run_1/m1.png
Supply wires on this layer in grey.
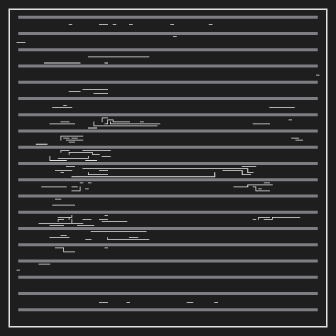
run_1/m2.png
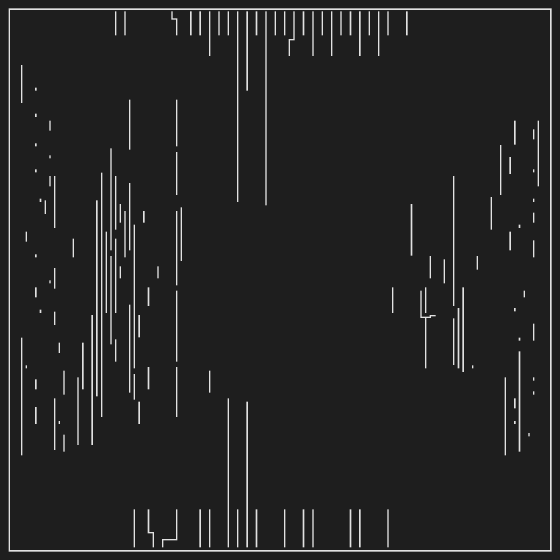
run_1/m3.png
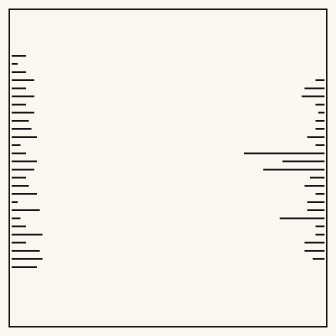
--- config.mk ---
export PLATFORM = sky130hd
export DESIGN_NAME = hazard_scoreboard
export DESIGN_NICKNAME = d
export VERILOG_FILES = /design/src/rtl/hazard_pkg.sv /design/src/rtl/hazard_pend_pipe.sv /design/src/rtl/hazard_scoreboard.sv
export SDC_FILE = /design/constraint.sdc
export NUM_CORES = 1
export LEC_CHECK = 0
export CAP_MARGIN = 5
export CORE_UTILIZATION = 27
export DETAILED_ROUTE_END_ITERATION = 10
export GPL_TIMING_DRIVEN = 1
export PLACE_DENSITY = 0.84
export REMOVE_ABC_BUFFERS = 1
export SLEW_MARGIN = 20
export SYNTH_ARGS = -nofsm -noshare
export SYNTH_HDL_FRONTEND = slang
export SYNTH_SLANG_ARGS = --single-unit
export TNS_END_PERCENT = 1
--- constraint.sdc ---
create_clock -name clk -period 2.4 [get_ports clk]
set_clock_uncertainty 0.2 [all_clocks]
set_input_delay 0.36 -clock clk [delete_from_list [all_inputs] [get_ports clk]]
set_output_delay 0.36 -clock clk [all_outputs]
set_load 0.05 [all_outputs]
--- src/rtl/hazard_pkg.sv ---
// Shared types and constants for the load-use hazard scoreboard.
package hazard_pkg;

  localparam int REG_ADDR_W_DEF = 5;
  localparam int REG_X0         = 0;
  localparam int LOAD_LAT_MAX   = 4;

  typedef enum logic {
    ST_RUN   = 1'b0,
    ST_STALL = 1'b1
  } state_e;

endpackage

--- src/rtl/hazard_pend_pipe.sv ---
// Shift register of {valid, rd} for loads still waiting on their data.
// When DEPTH is 0 it holds no state and its outputs are tied to zero.
module hazard_pend_pipe #(
  parameter  int REG_ADDR_W = 5,
  parameter  int DEPTH      = 0,
  localparam int VW         = (DEPTH > 0) ? DEPTH : 1
) (
  input  logic                     clk,
  input  logic                     reset,
  input  logic                     in_valid,
  input  logic [REG_ADDR_W-1:0]    in_rd,
  output logic [VW-1:0]            valid_o,
  output logic [VW*REG_ADDR_W-1:0] rd_o
);

  if (DEPTH == 0) begin : g_empty
    logic unused_inputs;
    assign unused_inputs = ^{clk, reset, in_valid, in_rd};
    assign valid_o = '0;
    assign rd_o    = '0;
  end else begin : g_pipe
    logic [DEPTH-1:0]      valid_q, valid_d;
    logic [REG_ADDR_W-1:0] rd_q [DEPTH];
    logic [REG_ADDR_W-1:0] rd_d [DEPTH];

    always_comb begin
      valid_d[0] = in_valid;
      rd_d[0]    = in_rd;
      for (int k = 1; k < DEPTH; k++) begin
        valid_d[k] = valid_q[k-1];
        rd_d[k]    = rd_q[k-1];
      end
    end

    always_ff @(posedge clk or posedge reset) begin
      if (reset) begin
        valid_q <= '0;
        for (int k = 0; k < DEPTH; k++) rd_q[k] <= '0;
      end else begin
        valid_q <= valid_d;
        for (int k = 0; k < DEPTH; k++) rd_q[k] <= rd_d[k];
      end
    end

    always_comb begin
      valid_o = valid_q;
      for (int k = 0; k < DEPTH; k++) rd_o[k*REG_ADDR_W +: REG_ADDR_W] = rd_q[k];
    end
  end

endmodule

--- src/rtl/hazard_scoreboard.sv ---
// Load-use stall and branch-flush unit tracking loads across LOAD_LAT stages.
// Optional saturating perf counters are enabled by defining HAZARD_PERF_CNT_EN.
module hazard_scoreboard
  import hazard_pkg::*;
#(
  parameter int REG_ADDR_W = REG_ADDR_W_DEF,
  parameter int LOAD_LAT   = 1,
  parameter int CNT_W      = 32
) (
  input  logic                  clk,
  input  logic                  reset,
  input  logic                  idex_memread,
  input  logic [REG_ADDR_W-1:0] idex_rd,
  input  logic [REG_ADDR_W-1:0] ifid_rs1,
  input  logic [REG_ADDR_W-1:0] ifid_rs2,
  input  logic                  ifid_uses_rs1,
  input  logic                  ifid_uses_rs2,
  input  logic                  ex_branch_taken,
  output logic                  stall,
  output logic                  pc_write,
  output logic                  ifid_write,
  output logic                  idex_bubble,
  output logic                  flush_ifid,
  output logic                  busy_state,
  output logic [CNT_W-1:0]      stall_cycles,
  output logic [CNT_W-1:0]      load_use_events
);

  localparam int DEPTH  = LOAD_LAT - 1;
  localparam int PEND_W = (DEPTH > 0) ? DEPTH : 1;
  localparam logic [REG_ADDR_W-1:0] X0 = REG_ADDR_W'(REG_X0);

  logic                         s0_valid;
  logic [PEND_W-1:0]            pend_valid;
  logic [PEND_W*REG_ADDR_W-1:0] pend_rd;
  logic                         hit1, hit2, rs1_match, rs2_match;
  state_e                       state_q, state_d;

  assign s0_valid = idex_memread && (idex_rd != X0);

  hazard_pend_pipe #(
    .REG_ADDR_W (REG_ADDR_W),
    .DEPTH      (DEPTH)
  ) u_pend (
    .clk      (clk),
    .reset    (reset),
    .in_valid (s0_valid),
    .in_rd    (idex_rd),
    .valid_o  (pend_valid),
    .rd_o     (pend_rd)
  );

  // A source hits if any in-flight load (EX or pending) targets it.
  always_comb begin
    hit1 = s0_valid && (idex_rd == ifid_rs1);
    hit2 = s0_valid && (idex_rd == ifid_rs2);
    for (int k = 0; k < PEND_W; k++) begin
      if (pend_valid[k] && (pend_rd[k*REG_ADDR_W +: REG_ADDR_W] == ifid_rs1)) hit1 = 1'b1;
      if (pend_valid[k] && (pend_rd[k*REG_ADDR_W +: REG_ADDR_W] == ifid_rs2)) hit2 = 1'b1;
    end
    rs1_match = ifid_uses_rs1 && (ifid_rs1 != X0) && hit1;
    rs2_match = ifid_uses_rs2 && (ifid_rs2 != X0) && hit2;
  end

  // The consumer is killed by a taken branch, so the flush overrides the stall.
  assign stall       = (rs1_match || rs2_match) && !ex_branch_taken;
  assign pc_write    = !stall;
  assign ifid_write  = !stall;
  assign idex_bubble = stall || ex_branch_taken;
  assign flush_ifid  = ex_branch_taken;

  always_comb begin
    state_d = state_q;
    case (state_q)
      ST_RUN:   if (stall)  state_d = ST_STALL;
      ST_STALL: if (!stall) state_d = ST_RUN;
      default:  state_d = ST_RUN;
    endcase
  end

  always_ff @(posedge clk or posedge reset) begin
    if (reset) state_q <= ST_RUN;
    else       state_q <= state_d;
  end

  assign busy_state = (state_q == ST_STALL);

`ifdef HAZARD_PERF_CNT_EN
  logic [CNT_W-1:0] stall_cycles_q, stall_cycles_d;
  logic [CNT_W-1:0] events_q, events_d;

  always_comb begin
    stall_cycles_d = stall_cycles_q;
    events_d       = events_q;
    if (stall && (stall_cycles_q != '1)) stall_cycles_d = stall_cycles_q + CNT_W'(1);
    if (stall && (state_q == ST_RUN) && (events_q != '1)) events_d = events_q + CNT_W'(1);
  end

  always_ff @(posedge clk or posedge reset) begin
    if (reset) begin
      stall_cycles_q <= '0;
      events_q       <= '0;
    end else begin
      stall_cycles_q <= stall_cycles_d;
      events_q       <= events_d;
    end
  end

  assign stall_cycles    = stall_cycles_q;
  assign load_use_events = events_q;
`else
  assign stall_cycles    = '0;
  assign load_use_events = '0;
`endif

endmodule

==> changes_impl.md, run 1 <==
### Physical design

* Flip-flop count of the largest register after layout at 1
* Count of port buffers added during placement at 26
* Layout overhead on the synthesized area at 9.48%
* Final Cycle Share at 0.967
* Post-route total power at 310 uW
* Unrepaired setup endpoints after global routing: false
* Number of global-route vias before repair at between 200 and 300
* CP delay by family, top: simple AND/OR/NAND/NOR gates
* Inserted Diodes at 0
* Weighted congestion at the end of routability-driven global placement at 0.714
* DRT iter0 DRCs at 2
* Area of the die at 2800 sq um
* Final Hold Vio Count at 0
* Wire length of the first global-routing pass at ~1200 um
* Vertical die size at 52.9 um
* Cells traversed along the worst timing path: dlygate4sd2_1 -> or4_1 -> o21ai_1 -> buf_4 -> or3_4 -> buf_12
* Number of antenna violations at the first check in global routing at 0
* Critical path's largest stage delay at between 0.5 and 0.6 ns
* Horizontal die dimension at 52.9 um
* Arrival time of data at the critical path endpoint at roughly 1.8 ns
* Setup Buffers After CTS at 0
* Number of endpoints failing setup at the final stage at 0
* Number of search-and-repair iterations in the first detailed-routing pass at 6
* Final-stage net count at 139
* Average footprint of a synthesized cell at roughly 7.7 sq um
* Class of the most critical setup path: in2out
* Yosys cell count at between 90 and 100
* Per-cell via count in the routed design at 3.11
* Crit path buffers/inverters at 3
* Number of buffers inserted by hold repair at cts at 0
* Post-route minimum period at 2.32 ns
* Routed Wire Length at approximately 950 um
* Total tool warning count at 28
* Sequential share of power at 0.056
* Row count at 18
* Kind of start point of the critical path: input port
* P_sw at between 200 and 300 uW
* Tally of filler cells in the layout at 270
* Slowest stage cell on the critical path: or4_1
* Final antenna-violating net count at 0
* DRC at 1
* Total via count in the routed design at 454
* Power Density at 404 nW/um^2
* Crit path required time at 1.84 ns
* Crit Path Max Fanout at 3
* Slack of the critical path at 0.0794 ns
* Average wire length per cell after detail routing at roughly 6.5 um
* Achievable clock frequency at 0.431 GHz
* Gate count after technology mapping at 91
* Yosys Warn Count at 0
* Max cap viols at 0
* Sequential cell area fraction in the yosys report at 0.0358
* Switching share of total power at 0.808
* Number of placed I/O pins at 91
* Clk pwr share at 0
* Class of the most critical hold timing path: in2async
* Failing checks: DRC
* Core region area at 2450 sq um
* Pin count of the biggest net entering global routing at 5
* Overall global routing resource usage at 0.0552
* Max-slew violation total from the final report at 0
* Result of the run: complete, but fails checks
* Combinational cell fraction of total power at 0.944
* Internal power at just under 60 uW
* Yosys chip area at around 700 sq um
* Clock slew seen by the registers of the worst setup and hold paths at 0 ns
* Share of final-layout standard cells stronger than drive strength 1 at 0.103
* Flops after synth at 1
* Synthesized cell area at 699 sq um
* Maximum resistive drop on vdd at 0.194 mV
* Static leakage at 0.000409 uW
* Endpoint type of the worst setup path: output port
* Remaining global-route overflow at 0
* Setup slack at placement at -0.295 ns
* Core utilization before placement at 0.285
* Post-DP HPWL at 925 um
* Number of different library cells in the post-synthesis netlist at 13
About m1.png:
wire length on this layer: 276 um
nets with wire on the layer: 61
longest straight run: 27.6 um
share of all routed wire: 29%

About m2.png:
nets with wire on the layer: 130
wire length on this layer: 523 um
main direction: vertical
share of all routed wire: 55%
longest straight run: 23.8 um

About m3.png:
share of all routed wire: 16%
longest straight run: 13.2 um
wire length on this layer: 151 um
main direction: horizontal

==> run 1: Yosys cell counts <==
cell / n / area [sq um]
o211ai_1: 2 / 15.0
xnor2_1: 10 / 87.6
nand4_1: 2 / 12.5
o21bai_1: 1 / 7.51
or4_1: 3 / 22.5
conb_1: 1 / 3.75
nor3_1: 1 / 5.00
dfrtp_1: 1 / 25.0
o22a_2: 1 / 10.0
or3_1: 1 / 6.26
inv_1: 1 / 3.75
o21ai_0: 1 / 5.00
buf_4: 66 / 495
==> run 1: routing by layer <==
metal  vias to the layer above  GRT usage  part of all wire  wire [um]
li1                        212          -                 -          -
met5                         -          0                 0          0
met3                         0    0.00287              0.16        150
met1                       192     0.0540              0.29        276
met4                         0          0                 0          0
met2                        50      0.127              0.55        522
==> run 1: power by group through the flow <==
stage,Sequential [uW],Clock (uW),Combinational [uW]
floorplan,18.0,0,243
global placement,17.4,0,296
detailed placement,17.4,0,297
CTS,17.4,0,291
global route,17.4,0,306
finish,17.4,0,292
==> run 1: cell type report <==
class / instances / area, sq um / share of cell area
multi-input combinational: 86 / 429 / 0.560
timing repair buffer: 28 / 270 / 0.353
tap: 30 / 37.5 / 0.0490
sequential: 1 / 25.0 / 0.0327
inverter: 1 / 3.75 / 0.00490
==> run 1: worst max path at each step <==
stage,from,end,cells past startpoint
after floorplan,idex_rd[1],stall,4
after global placement,idex_rd[0],ifid_write,6
after detailed placement,idex_rd[1],ifid_write,6
after CTS,idex_rd[3],ifid_write,6
after global routing,idex_rd[0],pc_write,6
final,idex_rd[0],ifid_write,6
==> run 1: cell families (layout without fill, tap and decap cells) <==
group	Yosys count	after routing	share of synthesized area
AND-OR/OR-AND	5	5	0.0537
XOR/XNOR	10	10	0.125
buffers and inverters	67	29	0.714
AND/OR/NAND/NOR	7	7	0.0662
flip-flops	1	1	0.0358
other	1	64	0.00536
==> run 1: stage by stage <==
step                utilization  hold slack, ns  instance area (sq um)  cells  TNS (ns)
floorplan                     -          -0.111                    440     88    -0.214
global placement          0.312           0.304                    766    146    -0.942
detailed placement        0.312           0.312                    766    146    -0.956
CTS                       0.310           0.309                    761    146         0
global route              0.312           0.326                    766    146         0
finish                    0.312           0.305                    766    146         0
==> run 1: timing repair <==
action                                  in CTS  in global routing
pin swaps                                    8                  7
resized                                     19                  6
endpoints found under the setup margin       4                  4
==> run 1: layout by cell type, fill, tap and decap left out <==
master           synthesis  final
inv_1                    1      1
xnor2_2                  0      1
clkdlybuf4s15_1          0      4
nand4_1                  2      2
dlygate4sd2_1            0     10
o211ai_1                 2      2
clkdlybuf4s50_1          0      6
o22a_2                   1      1
o21bai_1                 1      1
or4_1                    3      3
xnor2_1                 10      9
o21ai_1                  0      1
buf_4                   66      5
clkbuf_2                 0      1
nor3_2                   0      1
or3_4                    0      1
buf_12                   0      2
dfrtp_1                  1      1
conb_1                   1     64
==> run 2: changes to the inputs <==
Settings changed: MAX_ROUTING_LAYER from default to met4.
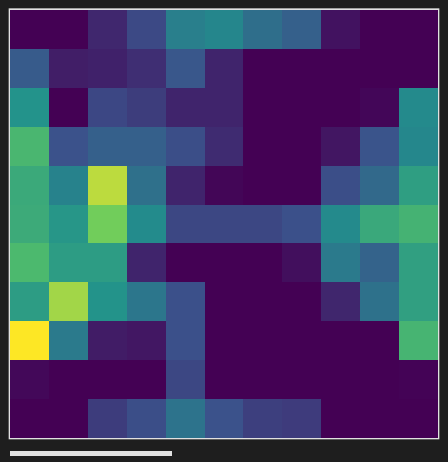
run_2/route_heat.png
The bar under the picture is 20 um long. The die is cut into 11 by 11 equal tiles; dark purple is low, yellow is high, scaled to the fullest tile. Values are wire area over tile area, all layers added.
emptiest ninth of the die: top right
mean over tiles: 0.060
densest ninth of the die: left middle
nearly empty tiles: 36%
fullest tile: 0.27
tiles over half the peak: 17%

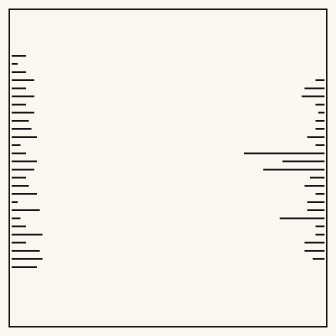
run_2/m3.png
main direction: horizontal
share of all routed wire: 16%
nets with wire on the layer: 50
longest straight run: 13.2 um

==> changes_impl.md, run 2 <==
### Physical design

* Result of the run: complete, but fails checks
* Failing checks: DRC
* Storage element area at between 20 and 30 sq um
* Crit Path Max Fanout at 3
* Flip-flop count of the largest register after layout at 1
* Most common library cell in the layout ignoring fill and taps: conb_1
* Final antenna-violating net count at 0
* Synthesized cell area at about 700 sq um
* Yosys chip area at between 600 and 700 sq um
* Post-DP HPWL at 925 um
* Dominant Register Cell: dfrtp_1
* Number of placed I/O pins at between 90 and 100
* DRC at 1
* Area share, top type at 0.708
* Number of search-and-repair iterations in the first detailed-routing pass at 6
* Post-route minimum period at 2.32 ns
* Number of endpoints failing setup at the final stage at 0
* Wire length of the first global-routing pass at between 1000 and 1500 um
* Max cap viols at 0
* Core region area at 2450 sq um
* Slowest stage cell on the critical path: or4_1
* Critical path's largest stage delay at 0.52 ns
* Area of the die at 2800 sq um
* Crit path required time at 1.84 ns
* Yosys cell count at ~90
* Horizontal die dimension at 52.9 um
* Endpoint type of the worst setup path: output port
* Async set-reset flop share out of synthesis at 1.00
* Share of final-layout standard cells stronger than drive strength 1 at 0.103
* Cells traversed along the worst timing path: dlygate4sd2_1 -> or4_1 -> o21ai_1 -> buf_4 -> or3_4 -> buf_12
* Arrival time of data at the critical path endpoint at between 1.5 and 2 ns
* Max-slew violation total from the final report at 0
* Final-stage net count at 139
* Total tool warning count at 28
* Overall global routing resource usage at 0.0566
* Inserted Diodes at 0
* Number of enable-type register cells in the synthesized netlist at 0
* Unrepaired setup endpoints after global routing: false
* Multi-input logic area at 429 sq um
* Vertical die size at 52.9 um
* Setup Buffers After CTS at 0
* DRT iter0 DRCs at 2
* Layout overhead on the synthesized area at 9.48%
* Core utilization before placement at 0.285
* Final sum of negative setup slack at 0 ns
* Top cells excl fill/tap: conb_1, dlygate4sd2_1, xnor2_1, clkdlybuf4s50_1, buf_4
* Remaining global-route overflow at 0
* Post-route non-filler standard cell count at about 150
* Number of antenna violations at the first check in global routing at 0
* Final Cycle Share at 0.967
* Number of global-route vias before repair at between 200 and 300
* Placed cell count at between 100 and 150
* Top cells by area, synth: buf_4, xnor2_1, dfrtp_1, or4_1, o211ai_1
* Class of the most critical setup path: in2out
* Static leakage at just over 0.0004 uW
* Most common cell in the synthesized netlist: buf_4
* Commonest cells post-synth: buf_4, xnor2_1, or4_1, nand4_1, o211ai_1
* Weighted congestion at the end of routability-driven global placement at 0.723
* Sequential cell area fraction in the yosys report at 0.0358
* Slack of the critical path at 0.0794 ns
* Achievable clock frequency at about 0.43 GHz
* Total via count in the routed design at around 450
* Pin count of the biggest net entering global routing at 5
* Maximum resistive drop on vdd at 0.194 mV
* Tally of filler cells in the layout at 270
* Average wire length per cell after detail routing at between 6 and 7 um
* Class of the most critical hold timing path: in2async
* Final Hold Vio Count at 0
* Average footprint of a synthesized cell at between 7 and 8 sq um
* Count of port buffers added during placement at 26
* Kind of start point of the critical path: input port
* Routed Wire Length at 949 um
* Cell accounting for the most synthesized area: buf_4
* Gate count after technology mapping at roughly 91
* Yosys Warn Count at 0
* Flops after synth at 1
* Per-cell via count in the routed design at 3.11
* Number of different library cells in the post-synthesis netlist at 13
* Clock slew seen by the registers of the worst setup and hold paths at 0 ns
* Power Density at roughly 400 nW/um^2
* Setup slack at placement at -0.295 ns
* Row count at 18
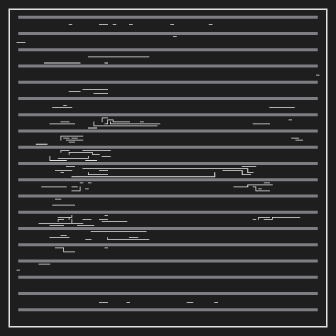
run_2/m1.png
Supply wires on this layer in grey.
share of all routed wire: 29%
wire length on this layer: 276 um
main direction: horizontal

-- run 2: how the worst max path moves through the flow --
stage	slack (ns)	from	endpoint	cells past startpoint
6_report	0.08	idex_rd[0]	ifid_write	6
3_5_place_dp	-0.29	idex_rd[1]	ifid_write	6
2_1_floorplan	-0.12	idex_rd[1]	stall	4
3_3_place_gp	-0.29	idex_rd[0]	ifid_write	6
4_1_cts	0.006	idex_rd[3]	ifid_write	6
5_1_grt	0.005	idex_rd[0]	pc_write	6
-- run 2: cells by family (layout without fill, tap and decap cells) --
logic type	count (synthesis)	count (layout)	synth area share
xor+xnor	10	10	0.125
buf+inv	67	29	0.714
other cells	1	64	0.00536
flops	1	1	0.0358
simple gates	7	7	0.0662
compound gates	5	5	0.0537
-- run 2: metrics by stage --
step,power (uW),instance area (sq um),hold WS [ns],utilization
2_1_floorplan,261,440,-0.111,-
3_3_place_gp,314,766,0.304,0.312
3_5_place_dp,314,766,0.312,0.312
4_1_cts,308,761,0.309,0.310
5_1_grt,323,766,0.326,0.312
6_report,310,766,0.305,0.312
-- run 2: final cells by class --
type	instances	share of cell area
sequential	1	0.0327
tap	30	0.0490
multi-input combinational	86	0.560
timing repair buffer	28	0.353
inverter	1	0.00490
-- run 2: critical path: cells and delay by family --
| family | cells | cell delay, ns |
|---|---|---|
| buf+inv | 3 | 0.55 |
| simple gates | 2 | 0.66 |
| compound gates | 1 | 0.18 |
-- run 2: layer usage --
layer,GRT usage,vias up,share of wire
met4,0,0,0
met1,0.0540,192,0.29
met5,-,-,0
met2,0.127,50,0.55
li1,-,212,-
met3,0.00287,0,0.16
-- run 2: power breakdown --
group	internal (uW)	switching [uW]	leakage, uW
registers	17.3	0.0362	0.0000139
logic	42.2	250	0.000395
clock network	0	0	0
total	59.5	250	0.000409
-- run 2: timing repair --
action                     in CTS  in global routing
setup endpoints to repair       4                  4
resized                        19                  6
pin swaps                       8                  7
hold buffers                    0                  0
==> run 3: changes to the inputs <==
Settings changed: ABC_AREA from default to 1, CORE_ASPECT_RATIO from default to 0.6, CORE_UTILIZATION 27 to 30, PLACE_DENSITY 0.84 to 0.85.
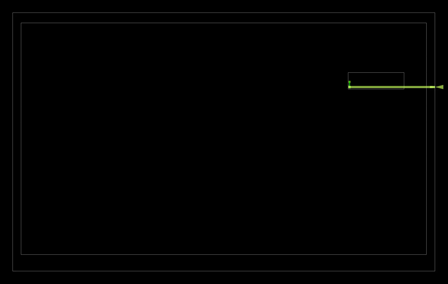
run_3/clock_nets.png
clock network power: 0 uW
FF+latch count: 1

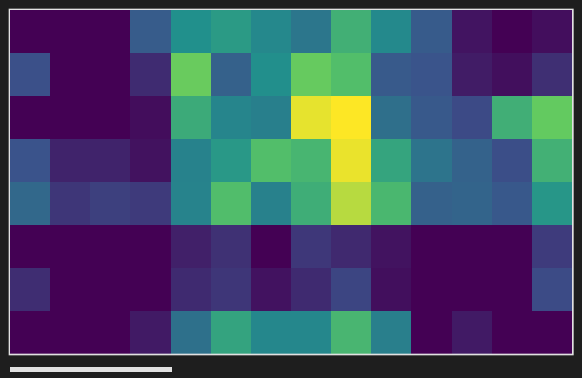
run_3/route_heat.png
The bar under the picture is 20 um long. The die is cut into 14 by 8 equal tiles; dark purple is low, yellow is high, scaled to the fullest tile. Values are wire area over tile area, all layers added.
nearly empty tiles: 26%
tiles over half the peak: 21%
fullest tile: 0.25
emptiest ninth of the die: bottom left
mean over tiles: 0.069
total via count in the routed design: 613
average wire length per cell after detail routing: 6.64 um

==> changes_impl.md, run 3 <==
### Physical design

* Result of the run: complete, no violations
* Endpoint type of the worst setup path: output port
* Yosys chip area at around 800 sq um
* Power Density at 356 nW/um^2
* Flops after synth at 1
* Most common library cell in the layout ignoring fill and taps: conb_1
* Number of search-and-repair iterations in the first detailed-routing pass at 4
* Arrival time of data at the critical path endpoint at 1.71 ns
* Final sum of negative setup slack at 0 ns
* Final design utilization at 0.360
* Layout overhead on the synthesized area at 11.5%
* DRT iter0 DRCs at 6
* Overall global routing resource usage at 0.0671
* Final Hold Vio Count at 0
* Vertical die size at 42.5 um
* Number of different library cells in the post-synthesis netlist at 14
* Area of the die at 2950 sq um
* Average footprint of a synthesized cell at slightly below 6 sq um
* Sequential cell area fraction in the yosys report at 0.0305
* Remaining global-route overflow at 0
* Post-DP HPWL at around 1200 um
* Kind of start point of the critical path: input port
* Total tool warning count at 28
* Slack of the critical path at 0.135 ns
* Inserted Diodes at 0
* Static leakage at 0.000585 uW
* Class of the most critical hold timing path: in2async
* Synthesized cell area at 820 sq um
* Dominant Register Cell: dfrtp_1
* Maximum resistive drop on vdd at 0.106 mV
* Number of global-route vias before repair at 400
* Most common cell in the synthesized netlist: buf_4
* Min Hold Slack at 0.311 ns
* Row count at 14
* Top cells excl fill/tap: conb_1, nand2_1, clkdlybuf4s50_1, inv_1, nor2_1
* Weighted congestion at the end of routability-driven global placement at roughly 0.77
* Top cells by area, synth: buf_4, nand2_1, inv_1, dfrtp_1, nand3_1
* Number of placed I/O pins at 91
* Pin count of the biggest net entering global routing at 5
* Crit Path Max Fanout at 3
* Share of final-layout standard cells stronger than drive strength 1 at 0.0741
* Number of endpoints failing setup at the final stage at 0
* Flip-flop count of the largest register after layout at 1
* Post-route minimum period at 2.27 ns
* Yosys cell count at 139
* Final-stage net count at 185
* DRC at 0
* Achievable clock frequency at 0.441 GHz
* Max-slew violation total from the final report at 0
* Setup slack at placement at about 0.037 ns
* Commonest cells post-synth: buf_4, nand2_1, inv_1, nor2_1, nand3_1
* Number of antenna violations at the first check in global routing at 0
* Area share, top type at 0.605
* Per-cell via count in the routed design at 3.16
* Unrepaired setup endpoints after global routing: false
* Core region area at about 2500 sq um
* Count of port buffers added during placement at 26
* Max cap viols at 0
* Horizontal die dimension at between 60 and 70 um
* Class of the most critical setup path: in2out
* Core utilization before placement at 0.323
* Wire length of the first global-routing pass at 1610 um
* Crit path required time at 1.84 ns
* Cell accounting for the most synthesized area: buf_4
* Gate count after technology mapping at 139
* Async set-reset flop share out of synthesis at 1.00
* Clock slew seen by the registers of the worst setup and hold paths at 0 ns
* Yosys Warn Count at 0
* Final Cycle Share at 0.944
* Final antenna-violating net count at 0
* Number of enable-type register cells in the synthesized netlist at 0
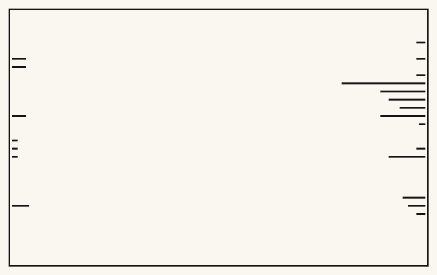
run_3/m3.png
share of all routed wire: 5.2%
wire length on this layer: 67.5 um
Routed Wire Length: 1290 um
global routing usage on met3: 0.00721

[run 3: per-layer routing]
layer,wire [um],up-vias,track usage
met4,0,0,0
met5,0,-,-
li1,-,324,-
met2,672,21,0.109
met3,67,0,0.00721
met1,548,268,0.0956
[run 3: where the power goes]
part | switching (uW) | internal [uW] | leakage, uW
registers | 0.0273 | 17.3 | 0.0000139
logic | 260 | 47.9 | 0.000571
clock network | 0 | 0 | 0
[run 3: path summary, 6_finish.rpt]
path	startpoint	to	slack [ns]
worst max-delay path	idex_rd[2]	idex_bubble	0.13
worst min-delay path	reset	busy_state	0.31
max in group asynchronous	reset	busy_state	1.60
min in group clk	idex_rd[4]	busy_state	0.75
[run 3: critical path, stage by stage]
cell and delay, ns:
clkdlybuf4s50_1 0.51, inv_1 0.09, a21boi_2 0.12, nand2_1 0.06, nor2_1 0.08, nand2_1 0.07
nand2_2 0.09, nand2_2 0.07, nand2_1 0.11, buf_12 0.15
[run 3: cell families after synthesis]
group                  share of synthesized area
other                                    0.00458
buffers and inverters                      0.696
flip-flops                                0.0305
AND-OR/OR-AND                             0.0290
AND/OR/NAND/NOR                            0.240
[run 3: per-stage QoR]
stage	power, uW	instances	area, sq um
2_1_floorplan	269	136	561
3_3_place_gp	321	194	898
3_5_place_dp	323	194	898
4_1_cts	323	194	898
5_1_grt	339	194	913
6_report	325	194	913
[run 3: repair_timing]
item	CTS	global route
buffers inserted	0	0
endpoints found under the setup margin	0	4
resized	0	5
hold buffers	0	0
[run 3: area by class of cell]
cell class	instances	area [sq um]
inverters	20	75.1
fillers	284	1630
multi-input cells	115	470
flip-flops and latches	1	25.0
repair buffers	26	303
well taps	32	40.0
Power is estimated from default activity; no workload was simulated.
